`src/rtl/accumulator.sv`:
```
// Accumulator register: captures the ALU result on a load strobe and exposes
// combinational status flags (zero, negative, parity) derived from the held
// value, plus a sticky "has been loaded since reset" indicator.
module accumulator #(
  parameter int WIDTH = 8
) (
  input  logic             clk,
  input  logic             rst,
  input  logic [WIDTH-1:0] alout,
  input  logic             idac,
  output logic [WIDTH-1:0] acout,
  output logic             ac_zero,
  output logic             ac_neg,
  output logic             ac_parity,
  output logic             ac_valid
);

  // Accumulator contents: cleared asynchronously, loaded verbatim on idac.
  // NOTE: sequential state uses non-blocking assignments so every register
  // samples pre-edge values; blocking here would create ordering races.
  always_ff @(posedge clk or negedge rst) begin
    if (!rst) begin
      acout <= '0;
    end else if (idac) begin
      acout <= alout;
    end
  end

  // Sticky valid flag: set by the first load after reset, cleared only by reset.
  always_ff @(posedge clk or negedge rst) begin
    if (!rst) begin
      ac_valid <= 1'b0;
    end else if (idac) begin
      ac_valid <= 1'b1;
    end
  end

  // Status flags look only at the registered value, never at alout, so they
  // stay stable between edges whatever the ALU is doing.
  // NOTE: every output of this block is assigned unconditionally, so no
  // latch can be inferred.
  always_comb begin
    ac_zero   = (acout == '0);
    ac_neg    = acout[WIDTH-1];
    ac_parity = ^acout;
  end

endmodule

```
`config.mk`:
```
export PLATFORM = sky130hd
export DESIGN_NAME = accumulator
export DESIGN_NICKNAME = d
export VERILOG_FILES = /design/src/rtl/accumulator.sv
export SDC_FILE = /design/constraint.sdc
export NUM_CORES = 1
export LEC_CHECK = 0
export ABC_AREA = 1
export CORE_MARGIN = 3
export CORE_UTILIZATION = 30
export CTS_BUF_LIST = sky130_fd_sc_hd__clkbuf_4 sky130_fd_sc_hd__clkbuf_8 sky130_fd_sc_hd__clkbuf_16
export DETAILED_ROUTE_END_ITERATION = 7
export GPL_TIMING_DRIVEN = 0
export PLACE_DENSITY = 0.65
export SLEW_MARGIN = 20
export SYNTH_ARGS = -nofsm -noshare
export SYNTH_HDL_FRONTEND = slang
export SYNTH_SLANG_ARGS = --single-unit
```
`constraint.sdc`:
```
create_clock -name clk -period 2.6 [get_ports clk]
set_input_delay 0.65 -clock clk [delete_from_list [all_inputs] [get_ports clk]]
set_output_delay 0.65 -clock clk [all_outputs]
set_load 0.03 [all_outputs]
```
Fig. 1: wire density map
Bar = 10 um. The die is cut into 9 by 9 equal tiles; dark blue is low, red is high, scaled to the fullest tile. Values are wire area over tile area, all layers added.
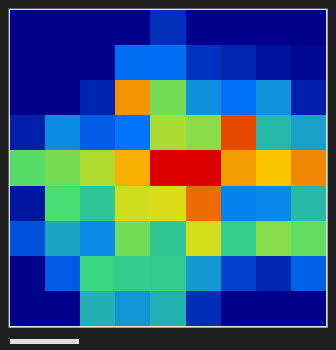
nearly empty tiles: 25%
densest ninth of the die: centre
fullest tile: 0.27
emptiest ninth of the die: north-west
tiles over half the peak: 27%
mean over tiles: 0.086

Fig. 2: placement by cell class
Fill, decap, tap and diode cells in grey.
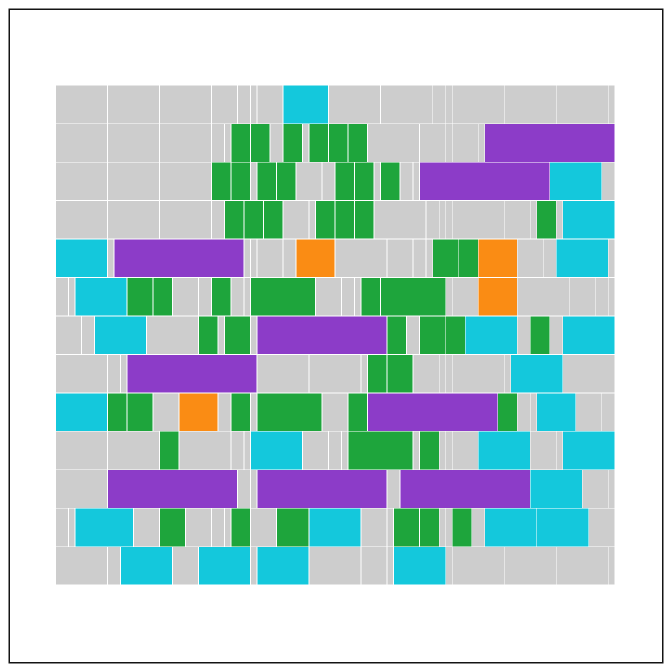
[cyan] other buffers and delay cells | cells: 24 | share of their area: 32%
[orange] clock drivers and dummy loads | cells: 4 | share of their area: 4.1%
[purple] flip-flops | cells: 9 | share of their area: 31%
[green] all other logic | cells: 51 | share of their area: 33%
Seq/total area: 30.0%
fin area: 751 um2
Row Count: 13
core area: 1400 um2

Fig. 3: the metal 3 layer
Bar = 10 um.
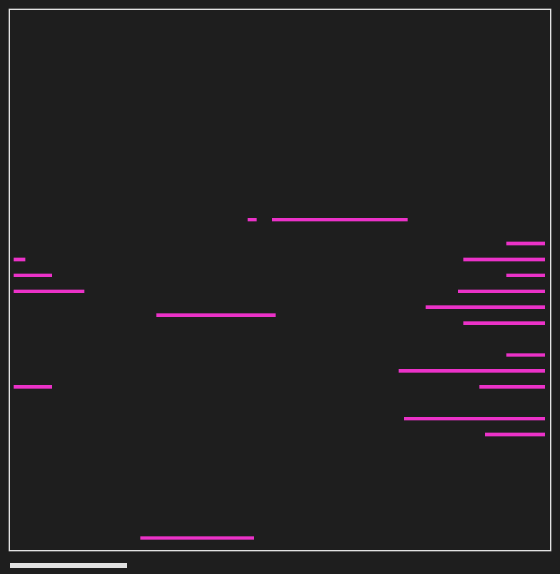
main direction: horizontal
nets with wire on the layer: 17

Fig. 4: met1 routing
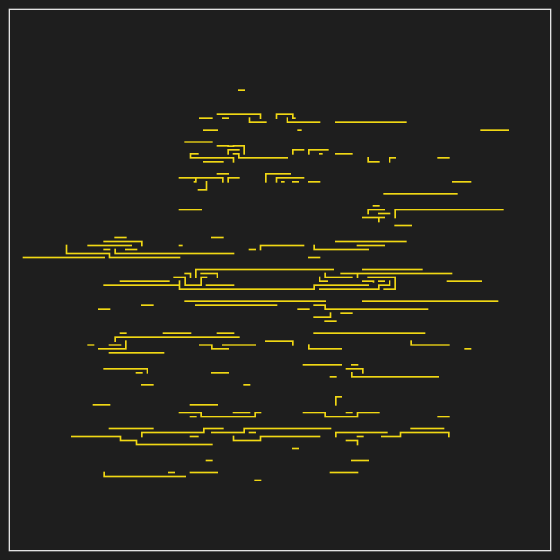
share of all routed wire: 42%
nets with wire on the layer: 83
wire length on this layer: 443 um
main direction: horizontal
WL final: 1060 um
grt met1 use: 12.2%
via count: 443

==> Changelog: implementation <==
### Physical design

* Critical R2R Capture: ac_valid$_DFFE_PN0P_
* Critical path class: flop to output port
* Routed length on met2 at 465 um
* Clock H-tree levels at 1
* Final setup violation count at 0
* Clk slew on worst S/H paths at about 0.060 ns
* Clock power share at approximately 28%
* Wire per inst at about 10 um
* Mux area share at 0%
* Crit end category: output port
* Flop area at 225 um2
* GP Congestion at ~0.69
* Total congestion overflow at 0
* Init Core Util at between 30% and 40%
* Tap Count at 15
* #FFs+latches synth at 9
* WP data required at 1.95 ns
* WL met3 at around 120 um
* Hold Path End: ac_valid$_DFFE_PN0P_
* Max cap viols at 0
* Synthesized Nets at ~77
* Lkg Pwr at 0.390 nW
* Antenna cells at 0
* CP Depth at 5
* Layout cells sized above 1 at 7.95%
* Flop count at 9
* Fin worst setup slack at roughly 0.26 ns
* Buffer share of cell area at 31.7%
* Yosys chip area at 483 um2
* Final Non-Filler Cells at between 100 and 150
* Number of CTS-inserted buffers at 3
* DR iter-0 viols at 4
* Placement Cell Area at 722 um2
* Post-CTS sizing at 1
* Grt met3 use at around 6.6%
* Top cells, area: dfrtp_1, nand2_1, inv_1
* Unique cell type count in the Yosys netlist at 9
* Worst hold path stage count at 1
* Crit path max fanout at 2
* R2R Path Start: ac_valid$_DFFE_PN0P_
* Combinational gate area at 186 um2
* Sw frac at between 30% and 40%
* CTS tree: done
* Largest class: non-clock buffers
* Ys flop type: dfrtp_1
* Io pins at 23
* Worst-Margin Slew at 0.413 ns
* Syn Area/Cell at approximately 7.8 um2
* Min-Delay Path Class: flop to flop
* Clock latency on the worst-skew pair at approximately 0.26 ns
* Max-Slew Margin vs Limit at 72.4%
* P_int at between 0.2 and 0.3 mW
* Drt pass-1 iters at 4
* Vias in the first global route at between 400 and 500
* Worst path top cell family by delay: buffers and inverters
* Library cell with the highest instance count after synthesis: nand2_1
* Min-delay src: ac_valid$_DFFE_PN0P_
* Die height at approximately 46 um
* Critical Path Max Stage Delay at approximately 0.67 ns
* Clk buf depth at 2
* Layout clock area frac at roughly 4%
* Fin crit period at 2.34 ns
* Clk_skew at 0 ns
* Nonclk buf count at 24
* Maximum VDD drop at 0.000277 V
* Combinational cell power at 0.159 mW
* Largest power group: combinational cells
* Fin. Hold Viols at 0
* Clock network power at 0.120 mW
* Top-area cell share at approximately 47%
* Final Core Density at 53.7%
* Cell type with the largest total area: dfrtp_1
* GRT Resource Usage Total at about 12%
* Combinational power share at about 36%
* Asr flop ratio synth at 100%
* P_seq at around 0.16 mW
* Post-Synth AOI/OAI Area at about 8.3%
* Post-DRT Antenna Nets at 0
* Tcrit/Tclk final at 89.8%
* Hold buffer count at CTS at 0
* Clock root cell: clkbuf_4
* XOR/XNOR Area Share at 0%
* Combinational Gates at 37
* Outcome: finished clean
* Met2 GRT Util at 18.7%
* Combinational share of cell area at 24.8%
* Part of the power in registers at between 30% and 40%
* Adder Share, Synth at about 10%
* Post-synth top cells: nand2_1, inv_1, dfrtp_1
* RSZ-0062 raised after global routing: no
* Most flops, register: acout
* GR peak layer: met2
* CP max-delay cell: clkdlybuf4s50_1
* Chip area at about 2100 um2
* CTS sink cnt at 9
* Clkbuf count at 4
* First-pass GRT wire length at ~1700 um
* Setup TNS at 0 ns
* Power Density at around 580 nW/um2
* Cell Area, Synth at between 400 and 500 um2
* Fillers at ~140
* Yosys warnings at 0
* WL met1 at approximately 440 um
* Max Freq at 428 MHz
* Critical Path Sink: ac_zero
* Crit path from: acout[2]$_DFFE_PN0P_
* Area delta synth->final at 55.4%
* Postcts setup bufs at 0
Power and IR drop assume default switching activity.
